==> src/rtl/motor_pwm_arranque.sv <==
// Two-channel soft-start PWM driver; a shared counter sets the PWM period and only one channel ramps at a time.
// All outputs registered (one cycle after state/cnt); channel 1 wins simultaneous starts and the loser parks in WAIT.
module motor_pwm_arranque #(
   parameter int PWM_W    = 4,
   parameter int RAMP_DIV = 2
) (
   input  logic CLK,
   input  logic REINICIO,
   input  logic MOTOR1,
   input  logic MOTOR2,
   output logic PWM1,
   output logic PWM2,
   output logic MARCHA1,
   output logic MARCHA2
);
   localparam int DIV_W = (RAMP_DIV > 1) ? $clog2(RAMP_DIV) : 1;
   localparam logic [PWM_W:0]   FULL     = {1'b1, {PWM_W{1'b0}}};
   localparam logic [PWM_W:0]   DUTY_ONE = {{PWM_W{1'b0}}, 1'b1};
   localparam logic [DIV_W-1:0] DIV_LAST = DIV_W'(RAMP_DIV - 1);
   localparam logic [DIV_W-1:0] DIV_ONE  = DIV_W'(1);
   localparam logic [PWM_W-1:0] CNT_ONE  = PWM_W'(1);

   typedef enum logic [1:0] {ST_OFF, ST_WAIT, ST_RAMP, ST_RUN} state_t;

   logic [PWM_W-1:0] cnt_q, cnt_d;
   state_t           st1_q, st1_d, st2_q, st2_d;
   logic [PWM_W:0]   duty1_q, duty1_d, duty2_q, duty2_d;
   logic [DIV_W-1:0] div1_q, div1_d, div2_q, div2_d;
   logic             pwm1_q, pwm1_d, pwm2_q, pwm2_d;
   logic             mar1_q, mar1_d, mar2_q, mar2_d;
   logic             period_end, ramp1, ramp2, wake2, enter1;

   assign cnt_d      = cnt_q + CNT_ONE;
   assign period_end = &cnt_q;
   assign ramp1      = (st1_q == ST_RAMP);
   assign ramp2      = (st2_q == ST_RAMP);
   // Channel 2 leaving WAIT this cycle blocks a fresh channel 1 start, so the arbiter never grants twice.
   assign wake2      = MOTOR2 && (st2_q == ST_WAIT) && !ramp1;
   assign enter1     = (st1_d == ST_RAMP) && !ramp1;

   always_comb begin
      st1_d   = st1_q;
      duty1_d = duty1_q;
      div1_d  = div1_q;
      if (!MOTOR1) begin
         st1_d   = ST_OFF;
         duty1_d = '0;
         div1_d  = '0;
      end else begin
         case (st1_q)
            ST_OFF:  st1_d = (ramp2 || wake2) ? ST_WAIT : ST_RAMP;
            ST_WAIT: begin
               div1_d = '0;
               if (!ramp2) st1_d = ST_RAMP;
            end
            ST_RAMP: begin
               if (period_end) begin
                  if (div1_q == DIV_LAST) begin
                     div1_d  = '0;
                     duty1_d = duty1_q + DUTY_ONE;
                     if (duty1_q == FULL - DUTY_ONE) st1_d = ST_RUN;
                  end else begin
                     div1_d = div1_q + DIV_ONE;
                  end
               end
            end
            default: duty1_d = FULL;
         endcase
      end
   end

   always_comb begin
      st2_d   = st2_q;
      duty2_d = duty2_q;
      div2_d  = div2_q;
      if (!MOTOR2) begin
         st2_d   = ST_OFF;
         duty2_d = '0;
         div2_d  = '0;
      end else begin
         case (st2_q)
            ST_OFF:  st2_d = (ramp1 || enter1) ? ST_WAIT : ST_RAMP;
            ST_WAIT: begin
               div2_d = '0;
               if (!ramp1) st2_d = ST_RAMP;
            end
            ST_RAMP: begin
               if (period_end) begin
                  if (div2_q == DIV_LAST) begin
                     div2_d  = '0;
                     duty2_d = duty2_q + DUTY_ONE;
                     if (duty2_q == FULL - DUTY_ONE) st2_d = ST_RUN;
                  end else begin
                     div2_d = div2_q + DIV_ONE;
                  end
               end
            end
            default: duty2_d = FULL;
         endcase
      end
   end

   assign pwm1_d = ((st1_q == ST_RAMP) || (st1_q == ST_RUN)) && ({1'b0, cnt_q} < duty1_q);
   assign pwm2_d = ((st2_q == ST_RAMP) || (st2_q == ST_RUN)) && ({1'b0, cnt_q} < duty2_q);
   assign mar1_d = (st1_d == ST_RUN);
   assign mar2_d = (st2_d == ST_RUN);

   always_ff @(posedge CLK) begin
      if (!REINICIO) begin
         cnt_q   <= '0;
         st1_q   <= ST_OFF;
         st2_q   <= ST_OFF;
         duty1_q <= '0;
         duty2_q <= '0;
         div1_q  <= '0;
         div2_q  <= '0;
         pwm1_q  <= 1'b0;
         pwm2_q  <= 1'b0;
         mar1_q  <= 1'b0;
         mar2_q  <= 1'b0;
      end else begin
         cnt_q   <= cnt_d;
         st1_q   <= st1_d;
         st2_q   <= st2_d;
         duty1_q <= duty1_d;
         duty2_q <= duty2_d;
         div1_q  <= div1_d;
         div2_q  <= div2_d;
         pwm1_q  <= pwm1_d;
         pwm2_q  <= pwm2_d;
         mar1_q  <= mar1_d;
         mar2_q  <= mar2_d;
      end
   end

   assign PWM1    = pwm1_q;
   assign PWM2    = pwm2_q;
   assign MARCHA1 = mar1_q;
   assign MARCHA2 = mar2_q;
endmodule
==> config.mk <==
export PLATFORM = sky130hd
export DESIGN_NAME = motor_pwm_arranque
export DESIGN_NICKNAME = d
export VERILOG_FILES = /design/src/rtl/motor_pwm_arranque.sv
export SDC_FILE = /design/constraint.sdc
export NUM_CORES = 1
export LEC_CHECK = 0
export CAP_MARGIN = 20
export CORE_MARGIN = 1
export CORE_UTILIZATION = 57
export CTS_CLUSTER_DIAMETER = 150
export DETAILED_ROUTE_END_ITERATION = 12
export GPL_ROUTABILITY_DRIVEN = 0
export PLACE_DENSITY = 0.77
export SETUP_SLACK_MARGIN = 0.1
export SLEW_MARGIN = 0
export SYNTH_ARGS = -nofsm -noshare
export SYNTH_HDL_FRONTEND = slang
export SYNTH_SLANG_ARGS = --single-unit
==> constraint.sdc <==
create_clock -name CLK -period 2.2 [get_ports CLK]
set_clock_uncertainty 0.15 [all_clocks]
set_input_delay 0.55 -clock CLK [delete_from_list [all_inputs] [get_ports CLK]]
set_output_delay 0.55 -clock CLK [all_outputs]
set_load 0.05 [all_outputs]
Run 1, metal 1:
Supply wires on this layer in grey.
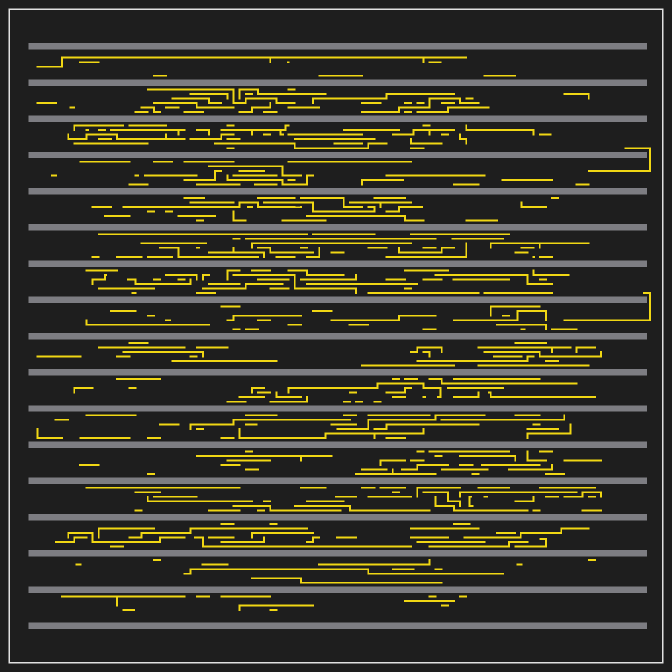
share of all routed wire: 49%
main direction: horizontal
wire length on this layer: 1230 um
longest straight run: 30.4 um

Run 1, cells coloured by class:
Bar = 10 um. Fill, decap, tap and diode cells in grey.
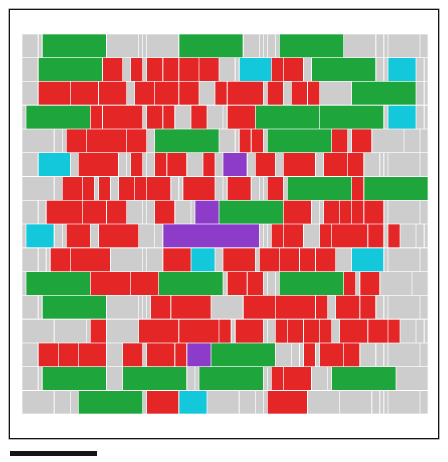
legend:
  red:
    class: all other logic
    cells: 114
    share_of_their_area: 56%
  green:
    class: flops
    cells: 24
    share_of_their_area: 35%
  cyan:
    class: other buffers and delay cells
    cells: 8
    share_of_their_area: 5.3%
  purple:
    class: clock drivers and dummy loads
    cells: 4
    share_of_their_area: 3.8%
FP Rows: 16
sequential cell area share: 34.32%
area inside the core boundary: 2022 sq um
final std cell area, no fill: 1400 sq um
Final Core Density: 69.25%

Run 1, metal layers overlaid:
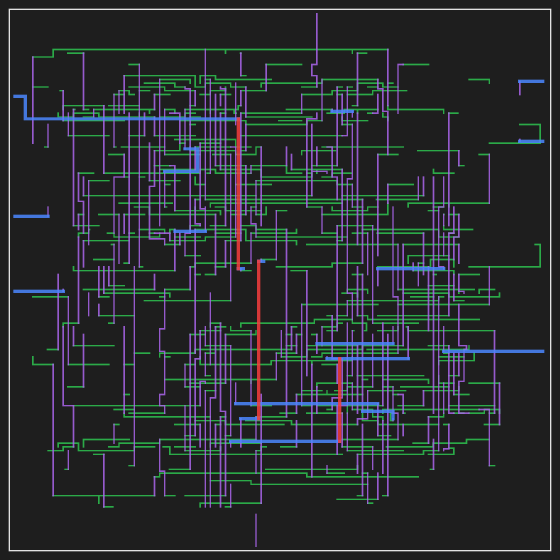
legend:
  green:
    layer: met1
    wire_length: 1230 um
  blue:
    layer: met3
    wire_length: 102 um
  red:
    layer: met4
    wire_length: 35.4 um
  purple:
    layer: met2
    wire_length: 1150 um
aggregate routed wire length: 2517 um
total global routing track utilization: 23.21%
routed via count: 1084

==> summary.txt, run 1 <==
Main metrics from the flow reports.

For the pin with the worst max-slew slack, the measured transition is 0.4817 ns. Measured on the final layout, buffering overhead outside the clock network stands at 5.183%. The maximum fanout encountered on the critical timing path came out at 6.

The fraction of cell area in multi-input combinational cells is reported as 51.12%. At the floorplan stage, the core utilization is reported as 62.19%. Relative to the synthesized area, the layout overhead comes to 11.34%. The arrival time of data at the worst endpoint is listed as 1.98 ns. By startpoint and endpoint, the worst setup path is classified as flip-flop to flip-flop. STA classifies the critical path startpoint as a flip-flop. The flow reports power dissipated in sequential cells as 463 uW. The post-synth count of flops with an enable pin is 0. The flow ran to the end, and the final reports show no timing, DRC or antenna violations.

The area of combinational cells with multiple inputs came out at 715.7 sq um. The total combinational power came out at 66.0 uW. After layout, the inverter instance count without clock inverters stands at 12.

Entering global routing, the biggest net connects 15 pins. The final setup violation count is 0. The total number of clock tree sinks came out at 24. The part of the Yosys area used for sequential elements is 38.21%. The total DRC errors in the routed layout is 0. Hold timing on the final database bottoms out at a slack of 0.3432 ns. The launch point of the worst min-delay path is recorded as cnt_q[0]$_SDFF_PN0_. The number of search-and-repair iterations in the first detailed-routing pass came out at 4. The clock network power reported by the tool is 318 uW. Among cell families on the critical path, the largest total delay comes from simple AND/OR/NAND/NOR gates. The fraction of power consumed by combinational cells is 7.8%. TritonCTS created 3 clock buffers. Among all flip-flop cells after synthesis, the most frequent one is dfxtp_1. The maximum level of the CTS H-tree came out at 1. The relative area of clock buffers and inverters in the final design came out at 3.753%. The diode insertion count for antenna repair is 0. The cell-internal power came out at 659.8 uW. For this floorplan the total number of well-tap instances is 27.

The count of maximum capacitance violations is 0. Per the timing report, the achievable frequency comes out to 529.1 MHz. Once routing completed, OpenROAD measured the worst setup slack at 0.3101 ns. The count of port buffers added during placement came out at 7. TritonCTS built the clock tree. The worst setup slack for register-to-register paths came out at 0.31 ns. The final critical path time including I/O delays and setup came out at 1.890 ns. The remaining global-route overflow is 0. The classification of the worst-slack hold path is flip-flop to flip-flop. The sequential cell area came out at 480.5 sq um. Global routing consumed, on the met3 layer, 4.361% of the routing resources. The number of instances in the synthesized netlist is 142. Before CTS, the worst setup slack after placement is 0.1426 ns.

In this run the count of I/O pins placed on the die edge is 8. The routing usage on met2 is 36.57%. The via count of the first global-routing pass came to 972. The layer flagged by global routing as most heavily used is met2.

Setup repair after global routing left no endpoint under its margin. Cells with a size suffix above 1 make up 7.333% of the layout. The worst-case reg-to-reg path depth came out at 4. Per the STA report, the cell with the highest stage delay on the worst path is or4_1.

The cell class ranked first by area is logic gates. The longest clock path from root to sink contains 2 buffers. The switching portion of total power came out at 22.17%. Per the skew report, the later register of the worst-skew pair sees a clock latency of 0.32 ns. The power density over the cells came out at 605.5 nW/um^2.

The average size of a mapped cell came out at 8.855 sq um. The data required time at the worst endpoint is 2.29 ns. The sequential cell count is 24. The number of vias per cell is 6.124. The total count of hold-check failures in the final report is 0. The switching power came out at 188.0 uW.

The number of warnings the tools reported came out at 26. The y dimension of the die came out at 48.97 um. Per STA, the highest per-stage delay on the worst path measures 0.56 ns. The layout has 160 filler cells.

Dividing the detail-routed wire length by the instance count gives 14.22 um. The tree is rooted in a clkbuf_4. The final total negative setup slack came out at 0 ns.

Leaving out fill and tap cells, the most frequent cells in the layout are dfxtp_1 (24), inv_1 (12), ha_1 (11), nand2_1 (10). The non-filler instance count after layout is 177. The fraction of registers with async set/reset came out at 0%.

The wire-length estimate of the detail-placed layout is 1918 um. Counting only logic cells after layout, the most numerous master is dfxtp_1. The global-route wire length before repair came out at 4381 um. The register clock-pin slew on the reported worst setup and hold paths came out at 0.12 ns. The number of buffers outside the clock class in the layout came out at 8.

The hold-fix buffer count after cts came out at 0. The wire length on met2 came out at 1152 um.
## run 1: cell families after synthesis
logic type | share of synthesized area [%]
simple gates | 24.58
compound gates | 20.00
flops | 38.21
buf+inv | 4.875
fa+ha+maj | 10.95
xor+xnor | 1.393
## run 1: state kept, by name, summed over array words and instances (netlist names)
name	flops
st1_q	2
duty1_q	5
cnt_q	4
PWM1	1
MARCHA1	1
duty2_q	5
MARCHA2	1
div1_q	1
div2_q	1
st2_q	2
PWM2	1
## run 1: cell usage after synthesis, types with 2 or more instances
| master | number | share of area [%] |
|---|---|---|
| dfxtp_1 | 24 | 38 |
| nand2_1 | 10 | 3.0 |
| o21ai_0 | 7 | 2.8 |
| and4_2 | 2 | 1.6 |
| a31oi_1 | 2 | 0.99 |
| clkbuf_1 | 3 | 0.90 |
| ha_1 | 11 | 11 |
| a31o_2 | 2 | 1.4 |
| a2111o_1 | 2 | 1.8 |
| and3_1 | 3 | 1.5 |
| nor2b_1 | 4 | 2.0 |
| nor2_1 | 7 | 2.1 |
| or4_1 | 3 | 1.8 |
| nand4_1 | 3 | 1.5 |
| a32o_1 | 2 | 1.6 |
| and2_1 | 8 | 4.0 |
| nand3_1 | 3 | 1.2 |
| o211ai_1 | 2 | 1.2 |
| nand2b_1 | 5 | 2.5 |
| nor4_1 | 2 | 0.99 |
| a21oi_1 | 8 | 3.2 |
| a221oi_1 | 3 | 2.1 |
| inv_1 | 12 | 3.6 |
## run 1: stage by stage
stage / area, sq um / power, mW / util [%]
floorplan: 1257 / 0.5153 / -
global placement: 1353 / 0.5360 / 66.89
detailed placement: 1353 / 0.5387 / 66.89
CTS: 1400 / 0.8524 / 69.25
global route: 1400 / 0.8760 / 69.25
finish: 1400 / 0.8478 / 69.25
## Run 2: what changed since run 1
--- a/config.mk
+++ b/config.mk
@@ -6,7 +6,6 @@
 export NUM_CORES = 1
 export LEC_CHECK = 0
 export CAP_MARGIN = 20
-export CORE_MARGIN = 1
 export CORE_UTILIZATION = 57
 export CTS_CLUSTER_DIAMETER = 150
 export DETAILED_ROUTE_END_ITERATION = 12
Run 2, metal 1:
Supply wires on this layer in grey.
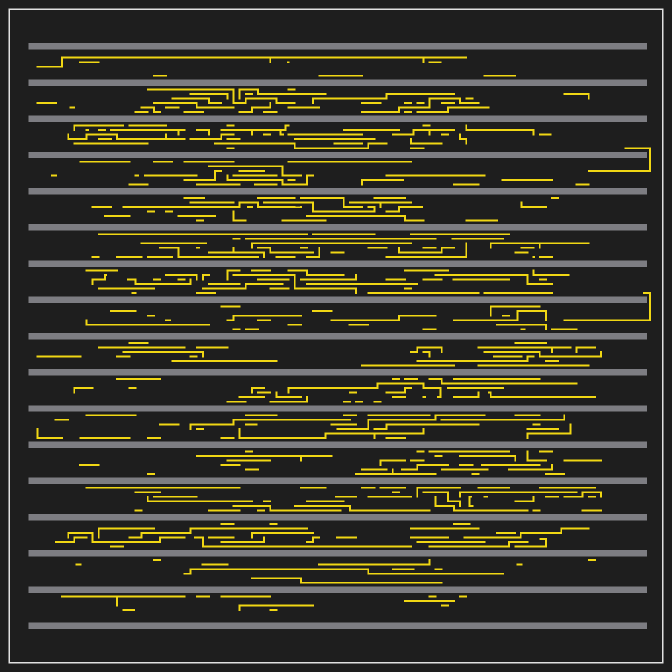
share of all routed wire: 49%
main direction: horizontal
wire length on this layer: 1230 um
longest straight run: 30.4 um
global-route track usage on met1: 31.43%

Run 2, cell placement:
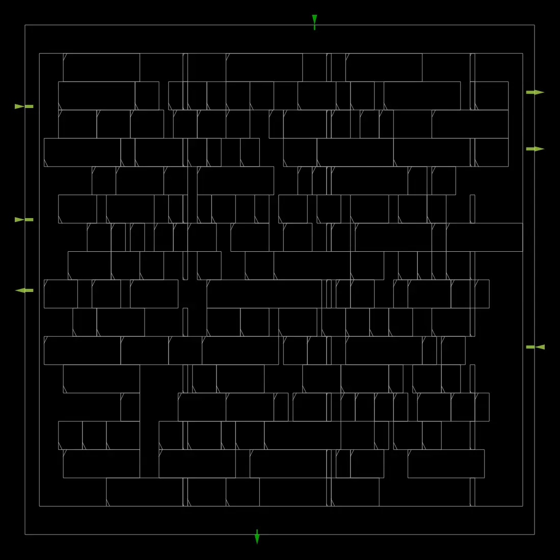
non-filler instance count after layout: 177
flip-flop and latch count: 24
number of fill cells in the layout: 160
well tap count: 27

Run 2, signal metal coverage by tile:
The die is cut into 10 by 10 equal tiles; black is low, pale yellow is high, scaled to the fullest tile. Values are wire area over tile area, all layers added.
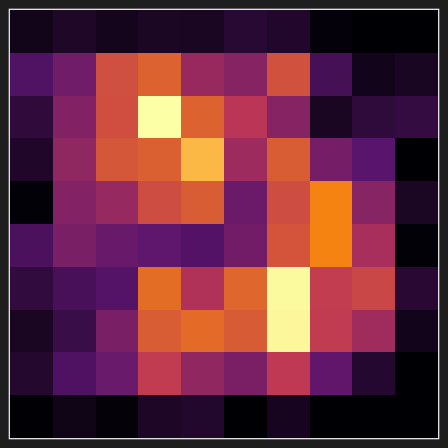
fullest tile: 0.53
emptiest ninth of the die: upper right
mean over tiles: 0.17

==> summary.txt, run 2 <==
Main metrics from the flow reports.

The final wirelength is 2517 um (unchanged). The y dimension of the die is 48.97 um (unchanged). The worst register-to-register path begins at cnt_q[0]$_SDFF_PN0_. The share of synthesized cell area in and-or and or-and compound cells was 20.00% (unchanged). The final cell area excluding filler cells is 1400 sq um (unchanged).

The capture point of the worst register-to-register path is recorded as duty1_q[3]$_SDFFE_PN0P_. The horizontal die dimension is 48.97 um. TritonCTS built the clock tree. The count of port buffers added during placement is 7 (unchanged). The maximum level of the CTS H-tree is 1 (unchanged). The number of rows in the core area came out at 16 (unchanged).

Per the Yosys statistics, synthesis produced 142 cells. The commonest cells after synthesis are dfxtp_1 (24), inv_1 (12), ha_1 (11). The aggregate global-route resource usage is 23.21% (unchanged). The number of warnings the tools reported is 26 (unchanged). The number of synthesized flops with an enable pin is 0 (unchanged). The slew of the pin with the lowest slew margin came to 0.4817 ns (unchanged).

The number of DRC violations after detailed-routing iteration 0 is 27. VDD sags by at most 0.3439 mV. The diode insertion count for antenna repair came out at 0 (unchanged). The post-place instance area came out at 1353 sq um (unchanged). The count of placed standard cells including taps is 173. The register clock-pin slew on the reported worst setup and hold paths is 0.12 ns (about the same). The core footprint is 2022 sq um (unchanged). The instance count along the most critical hold path is 1.

The worst setup slack before clock tree synthesis is 0.1426 ns (unchanged). Sorting the Yosys area breakdown by cell type puts at the top dfxtp_1. The power density over the cells is 605.5 nW/um^2 (unchanged).

The sequential cell area is 480.5 sq um (unchanged). The worst max-slew margin expressed relative to the limit is 68.02%. The buffer count from post-CTS setup fixing came out at 0. The number of vias per cell came to 6.124 (unchanged).

The maximum clock insertion buffer count is 2 (unchanged). The maximum operating frequency is 529.1 MHz (unchanged). The global-route wire length before repair is 4381 um (unchanged).

The setup slack after layout came out at 0.3101 ns (unchanged). The distinct cell type count of the synthesized netlist came out at 37. The number of nets in the layout is 166.

The area share of and/or/nand/nor cells after synthesis came out at 24.58% (unchanged). Counting only logic cells after layout, the most numerous master is dfxtp_1. The final setup violation count is 0 (unchanged). The post-synthesis net count came out at 157.

The nature of the critical path endpoint is a flip-flop. The cell area that synthesis handed to floorplanning was 1257 sq um. In the final report, the number of pins over their slew limit comes to 0. The maximum number of pins on one net before global-route repair came out at 15 (unchanged). The cell leakage power is 0.5198 nW. Leaving out fill and tap cells, the most frequent cells in the layout are dfxtp_1 (24), inv_1 (12), ha_1 (11), nand2_1 (10).

The most common cell in the synthesized netlist is dfxtp_1. The top-level port count came out at 8 (unchanged). The part of the Yosys area used for sequential elements came out at 38.21% (unchanged). The maximum fanout encountered on the critical timing path came out at 6 (unchanged). The per-cell routed wire length came out at 14.22 um (unchanged). The fraction of final layout cells with drive strength greater than 1 is 7.333% (unchanged). The final critical path time including I/O delays and setup came out at 1.890 ns (unchanged). The number of instances in the synthesized netlist came out at 142 (unchanged).

Among all flip-flop cells after synthesis, the most frequent one is dfxtp_1. The count of maximum capacitance violations is 0 (unchanged). During synthesis, Yosys emitted a total of 0 warnings. The chip area line of the yosys report came out at 1257 sq um. The data required time at the worst endpoint is 2.29 ns (about the same). The via count of the first global-routing pass is 972 (unchanged). The fraction of registers with async set/reset is 0% (unchanged).

The post-synthesis share of cell area spent on full adders, half adders and majority gates was 10.95% (unchanged). The final core utilization came out at 69.25% (unchanged). The hold-fix buffer count after cts came out at 0 (unchanged). The total DRC errors in the routed layout is 0 (unchanged). The overall power consumption was 847.8 uW (unchanged). The final total negative setup slack is 0 ns (unchanged). The total clock buffers created by CTS came out at 3 (unchanged). The detail route stage leaves a number of antenna-violating nets equal to 0. The final hold slack came out at 0.3432 ns (unchanged).

The later-pin clock latency in the skew report came out at 0.32 ns (about the same). The half-perimeter wire length after placement came out at 1918 um (unchanged). The largest registers in the layout are duty1_q (5), duty2_q (5), cnt_q (4).

Yosys shows that the main logic family after synthesis is simple AND/OR/NAND/NOR gates. The starting density of the core came out at 62.19% (unchanged). The worst-case reg-to-reg path depth came out at 4 (unchanged). The worst setup slack for register-to-register paths is 0.31 ns (about the same).

Looking at the setup timing report, the critical path kind is flip-flop to flip-flop. The share of the synthesized area in the top cell type came out at 38.21% (unchanged). STA classifies the critical path startpoint as a flip-flop. The number of antenna violations at the first check in global routing came out at 0. The post-synthesis xor/xnor area fraction came out at 1.393% (unchanged). The endpoint of the worst hold path is reported as cnt_q[0]$_SDFF_PN0_. The total number of clock tree sinks came to 24 (unchanged). The remaining global-route overflow is 0 (unchanged). The worst hold path belongs to the class flip-flop to flip-flop. Synthesis inferred 24 register bits.

The chip area came out at 2398 sq um. Setup repair after global routing left no endpoint under its margin. The run finished with clean final reports. The average size of a mapped cell came out at 8.855 sq um (unchanged). The area growth from synthesis to layout came out at 11.34% (unchanged).

The part of the cycle the worst path needs came out at 85.91%. Yosys attributes the largest share of cell area to dfxtp_1 (38%), ha_1 (11%), and2_1 (4.0%). The area of combinational cells with multiple inputs is 715.7 sq um (unchanged). The data arrival at the endpoint of the critical path came out at 1.98 ns (about the same). The number of search-and-repair iterations in the first detailed-routing pass is 4 (unchanged). The proportion of synthesized area in mux cells came out at 0% (unchanged). Looking at the clock tree report, the root buffer type is clkbuf_4.

Per the hold report, the tightest min-delay path originates at cnt_q[0]$_SDFF_PN0_. The routed via count came out at 1084 (unchanged). The total count of hold-check failures in the final report is 0 (unchanged).
[run 2: kinds of logic after synthesis]
kind of cell	after synthesis
and+or+nand+nor	54
DFF	24
AOI/OAI and AO/OA	35
xor gates and xnor gates	2
adders and majority gates	11
buffers and inverters	16
[run 2: repair_timing]
| item | CTS | global route |
|---|---|---|
| hold endpoints to repair | 0 | 0 |
| setup endpoints to repair | 4 | 0 |
| resized | 4 | 0 |
[run 2: how the worst max path moves through the flow]
stage	startpoint	to	slack, ns
floorplan	cnt_q[1]$_SDFF_PN0_	duty1_q[3]$_SDFFE_PN0P_	0.55
global placement	MOTOR1	st2_q[0]$_SDFF_PN0_	0.15
detailed placement	MOTOR1	st2_q[0]$_SDFF_PN0_	0.14
CTS	cnt_q[0]$_SDFF_PN0_	duty1_q[3]$_SDFFE_PN0P_	0.32
global route	cnt_q[0]$_SDFF_PN0_	duty1_q[3]$_SDFFE_PN0P_	0.18
finish	cnt_q[0]$_SDFF_PN0_	duty1_q[3]$_SDFFE_PN0P_	0.31
[run 2: layout make-up]
cell class                 count  share of cell area (%)
multi-input combinational    102                   51.12
timing repair buffer           8                   5.183
clock inverter                 1                   2.145
sequential                    24                   34.32
inverter                      12                   3.217
clock buffer                   3                   1.609
tap                           27                   2.413
[run 2: critical path, cell delays in order (launching register included)]
cell and delay (ns):
dfxtp_1 0.41, ha_1 0.28, nand4_1 0.24, or4_1 0.56, a31oi_1 0.18
[run 2: per-layer routing]
metal / vias to the layer above / GRT usage, % / wire length (um)
met5: - / 0 / 0
met4: 0 / 8.824 / 35
met3: 6 / 4.361 / 102
met2: 25 / 36.57 / 1152
met1: 512 / 31.43 / 1228
li1: 541 / - / -
[run 2: power breakdown]
group          internal, mW  switching (mW)
Combinational        0.0306          0.0354
Sequential            0.445          0.0183
Clock                 0.184           0.134
## Run 3: what changed since run 2
--- a/config.mk
+++ b/config.mk
@@ -6,11 +6,11 @@
 export NUM_CORES = 1
 export LEC_CHECK = 0
 export CAP_MARGIN = 20
-export CORE_UTILIZATION = 57
+export CORE_UTILIZATION = 35
 export CTS_CLUSTER_DIAMETER = 150
 export DETAILED_ROUTE_END_ITERATION = 12
 export GPL_ROUTABILITY_DRIVEN = 0
-export PLACE_DENSITY = 0.77
+export REMOVE_ABC_BUFFERS = 1
 export SETUP_SLACK_MARGIN = 0.1
 export SLEW_MARGIN = 0
 export SYNTH_ARGS = -nofsm -noshare
Run 3, signal metal coverage by tile:
The die is cut into 12 by 12 equal tiles; black is low, pale yellow is high, scaled to the fullest tile. Values are wire area over tile area, all layers added.
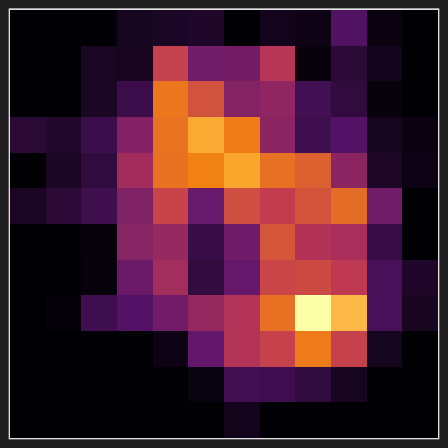
emptiest ninth of the die: lower left
tiles over half the peak: 18%
fullest tile: 0.48
nearly empty tiles: 32%
mean over tiles: 0.10
densest ninth of the die: centre

Run 3, metal layers overlaid:
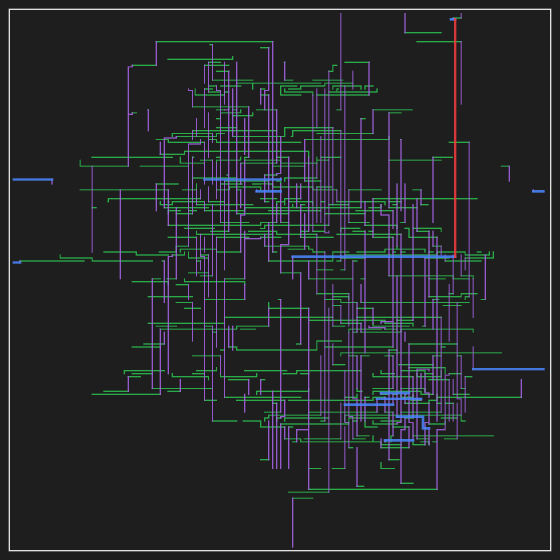
legend:
  purple:
    layer: met2
    wire_length: 1260 um
  green:
    layer: met1
    wire_length: 1230 um
  blue:
    layer: met3
    wire_length: 66.7 um
  red:
    layer: met4
    wire_length: 27.2 um
routed via count: 1062
aggregate routed wire length: 2582 um
WL per Instance: 13.11 um

Run 3, cell placement:
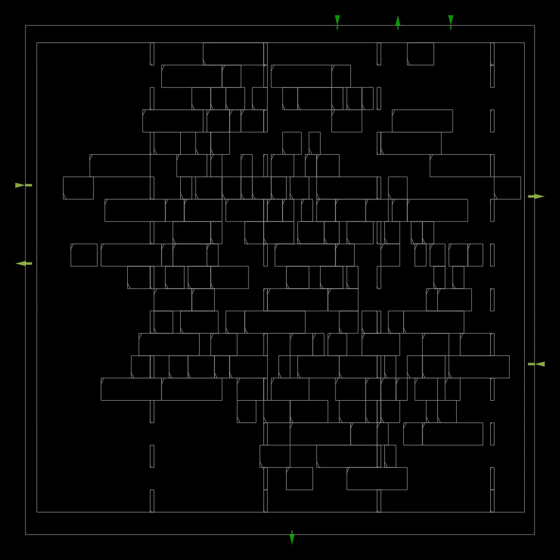
non-filler instance count after layout: 197
Final Core Density: 41.75%
number of fill cells in the layout: 341
sequential cell area share: 33.95%

==> summary.txt, run 3 <==
Main metrics from the flow reports.

The flow ran to the end, and the final reports show no timing, DRC or antenna violations. The capture point of the worst path is duty1_q[3]$_SDFFE_PN0P_. For this run, the leading register cell type out of synthesis is dfxtp_1. The total count of hold-check failures in the final report came out at 0 (unchanged).

The classification of the worst-slack hold path is flip-flop to flip-flop. The number of instances in the synthesized netlist is 142 (unchanged). The final cell area excluding filler cells came out at 1415 sq um (+1.1%). The core footprint came out at 3390 sq um (+68%). By count the netlist is led by dfxtp_1 (24), inv_1 (12), ha_1 (11).

The cell-internal power came out at 577.8 uW (-12%). The top-level port count came out at 8 (unchanged). The horizontal die dimension came out at 61.94 um (+26%). The maximum VDD drop came out at 0.1747 mV (-49%).

The yosys cell count is 142 (unchanged). The maximum clock insertion buffer count is 2 (unchanged). The maximum number of pins on one net before global-route repair came out at 14 (-1). The switching power is 183.7 uW (-2.3%). The post-synthesis xor/xnor area fraction came to 1.393% (unchanged). The cell area after synthesis was 1257 sq um (unchanged). The number of pins with negative max-slew slack in the final report came out at 0 (unchanged). The worst reg2reg path endpoint is duty1_q[3]$_SDFFE_PN0P_. The distinct cell type count of the synthesized netlist is 37 (unchanged). The overall power consumption is 761.5 uW (-10%). Sorting the synthesized cells by area gives the leading types as dfxtp_1 (38%), ha_1 (11%), and2_1 (4.0%). The number of synthesized flops with an enable pin came out at 0 (unchanged). The instance count along the most critical hold path came out at 2 (+1). The maximum level of the CTS H-tree came out at 1 (unchanged). The final setup violation count came out at 0 (unchanged). The chip area line of the yosys report came out at 1257 sq um (unchanged). The fraction of power consumed by combinational cells is 9.2% (+1.4 points). The top cell type in the final layout, fill and taps aside, is dfxtp_1.

The maximum fanout encountered on the critical timing path is 6 (unchanged). Summed over all instances, the cell type with the most area after synthesis is dfxtp_1. The y dimension of the die is 61.94 um (+26%). The number of DRC violations after detailed-routing iteration 0 came out at 79 (+190%). The part of the Yosys area used for sequential elements came to 38.21% (unchanged).

The register share of total power is 60.5% (+5.9 points). Setup repair after global routing left no endpoint under its margin. The fraction of final layout cells with drive strength greater than 1 is 7.947% (+0.61 points).

The proportion of synthesized area in mux cells came out at 0% (unchanged). The data arrival at the endpoint of the critical path was 1.99 ns (about the same). The global-route wire length before repair is 4209 um (-3.9%).

The setup slack after layout was 0.3054 ns (-0.004655 ns). The largest registers in the layout are duty1_q (5), duty2_q (5), cnt_q (4). STA lists the startpoint of the worst hold path as duty1_q[3]$_SDFFE_PN0P_. The data required time at the worst endpoint was 2.30 ns (about the same). The register clock-pin slew on the reported worst setup and hold paths is 0.13 ns (about the same). The average size of a mapped cell came out at 8.855 sq um (unchanged). The share of the synthesized area in the top cell type came out at 38.21% (unchanged). The final total negative setup slack came out at 0 ns (unchanged). The count of placed standard cells including taps is 193 (+12%). The count of maximum capacitance violations came out at 0 (unchanged). The part of the cycle the worst path needs is 86.12% (+0.21 points).

The total clock buffers created by CTS is 3 (unchanged). The total DRC errors in the routed layout is 0 (unchanged). The worst flop-to-flop path startpoint is cnt_q[0]$_SDFF_PN0_.

The maximum operating frequency came to 527.8 MHz (-0.25%). The starting density of the core is 37.10% (-25 points). The cell leakage power is 0.5181 nW (-0.32%). Leaving out fill and tap cells, the most frequent cells in the layout are dfxtp_1 (24), inv_1 (12), ha_1 (11), nand2_1 (10).

The path type of the worst setup path is flip-flop to flip-flop. The half-perimeter wire length after placement is 1940 um (+1.2%). The fraction of power consumed by the clock network is 30.3% (-7.3 points).

The hold-fix buffer count after cts came out at 0 (unchanged). The chip area is 3837 sq um (+60%). The number of vias per cell came out at 5.391 (-12%). The number of nets in the layout came to 167 (+0.60%).

The post-synthesis share of cell area spent on full adders, half adders and majority gates is 10.95% (unchanged). The remaining global-route overflow is 0 (unchanged). TritonCTS built the clock tree. The number of search-and-repair iterations in the first detailed-routing pass came out at 4 (unchanged).

The number of synthesized register bits came out at 24 (unchanged). The number of antenna violations at the first check in global routing was 0 (unchanged). The nature of the critical path endpoint is a flip-flop. The final critical path time including I/O delays and setup was 1.895 ns (+0.004655 ns). The aggregate global-route resource usage is 15.04% (-8.2 points). The share of synthesized cell area in and-or and or-and compound cells is 20.00% (unchanged). The number of warnings the tools reported is 25 (-3.8%).

The slew of the pin with the lowest slew margin is 0.4919 ns (+0.01021 ns). The number of nets still failing antenna checks after routing is 0 (unchanged). The later-pin clock latency in the skew report came out at 0.31 ns (about the same).

The worst max-slew margin expressed relative to the limit came out at 67.34% (-0.68 points). The main logic family after synthesis is simple AND/OR/NAND/NOR gates. The number of rows in the core area is 21 (+5). The area share of and/or/nand/nor cells after synthesis was 24.58% (unchanged). The critical path starts at cnt_q[0]$_SDFF_PN0_. The total number of clock tree sinks is 24 (unchanged). The count of port buffers added during placement is 7 (unchanged). The final hold slack is 0.3626 ns (+0.01934 ns). The buffer count from post-CTS setup fixing is 0 (unchanged). The post-place instance area is 1384 sq um (+2.3%). The worst-case reg-to-reg path depth is 4 (unchanged). The diode insertion count for antenna repair came out at 0 (unchanged). The worst setup slack before clock tree synthesis came out at 0.1300 ns (-0.01266 ns). The most frequent cell after synthesis is dfxtp_1. The nature of the critical path startpoint is a flip-flop.

The worst setup slack for register-to-register paths came out at 0.31 ns (about the same). The total of warnings raised by yosys came out at 0 (unchanged). The switching portion of total power is 24.12% (+2.0 points). The fraction of registers with async set/reset came out at 0% (unchanged). The power density over the cells is 538.1 nW/um^2 (-11%).

The via count of the first global-routing pass is 939 (-3.4%). The area growth from synthesis to layout is 12.54%. The library cell used as clock root buffer is clkbuf_4.
run 3: cell counts after synthesis:
No cell type changed its count.
run 3: repair_timing:
action	4_1_cts	5_1_grt
endpoints found under the setup margin	4	0
resized	4	0
endpoints found under the hold margin	0	0
run 3: power groups by stage:
stage	clock, mW	combinational [mW]	sequential [mW]
floorplan	0	0.0405	0.471
global placement	0	0.0693	0.470
detailed placement	0	0.0701	0.470
CTS	0.238	0.0700	0.461
global route	0.259	0.0780	0.464
finish	0.231	0.0697	0.461
run 3: final cells by class:
| class | count | area, sq um |
|---|---|---|
| Fill cell | 341 | 1974 |
| Timing Repair Buffer | 9 | 80.08 |
| Multi-Input combinational cell | 102 | 715.7 |
| Inverter | 12 | 45.04 |
| Clock buffer | 4 | 36.28 |
| Tap cell | 46 | 57.56 |
| Sequential cell | 24 | 480.5 |
run 3: worst min-delay path by stage:
| stage | endpoint | slack [ns] |
|---|---|---|
| 2_1_floorplan | cnt_q[0]$_SDFF_PN0_ | 0.29 |
| 3_3_place_gp | cnt_q[0]$_SDFF_PN0_ | 0.32 |
| 3_5_place_dp | cnt_q[0]$_SDFF_PN0_ | 0.33 |
| 4_1_cts | duty1_q[3]$_SDFFE_PN0P_ | 0.37 |
| 5_1_grt | duty1_q[3]$_SDFFE_PN0P_ | 0.39 |
| 6_report | duty1_q[3]$_SDFFE_PN0P_ | 0.36 |
run 3: routing by layer:
metal  vias to the layer above  share of wire [%]  GRT usage, %
met1                       499                 48         20.53
met5                         -                  0             0
met4                         0                1.0         5.714
met2                        20                 49         24.16
met3                         2                2.6         1.863
li1                        541                  -             -
run 3: critical path: stages, from the launching register on:
cell and delay (ns):
dfxtp_1 0.42, ha_1 0.29, nand4_1 0.25, or4_1 0.56, a31oi_1 0.16
No activity file was given, so power comes from the tool's default toggle rates.
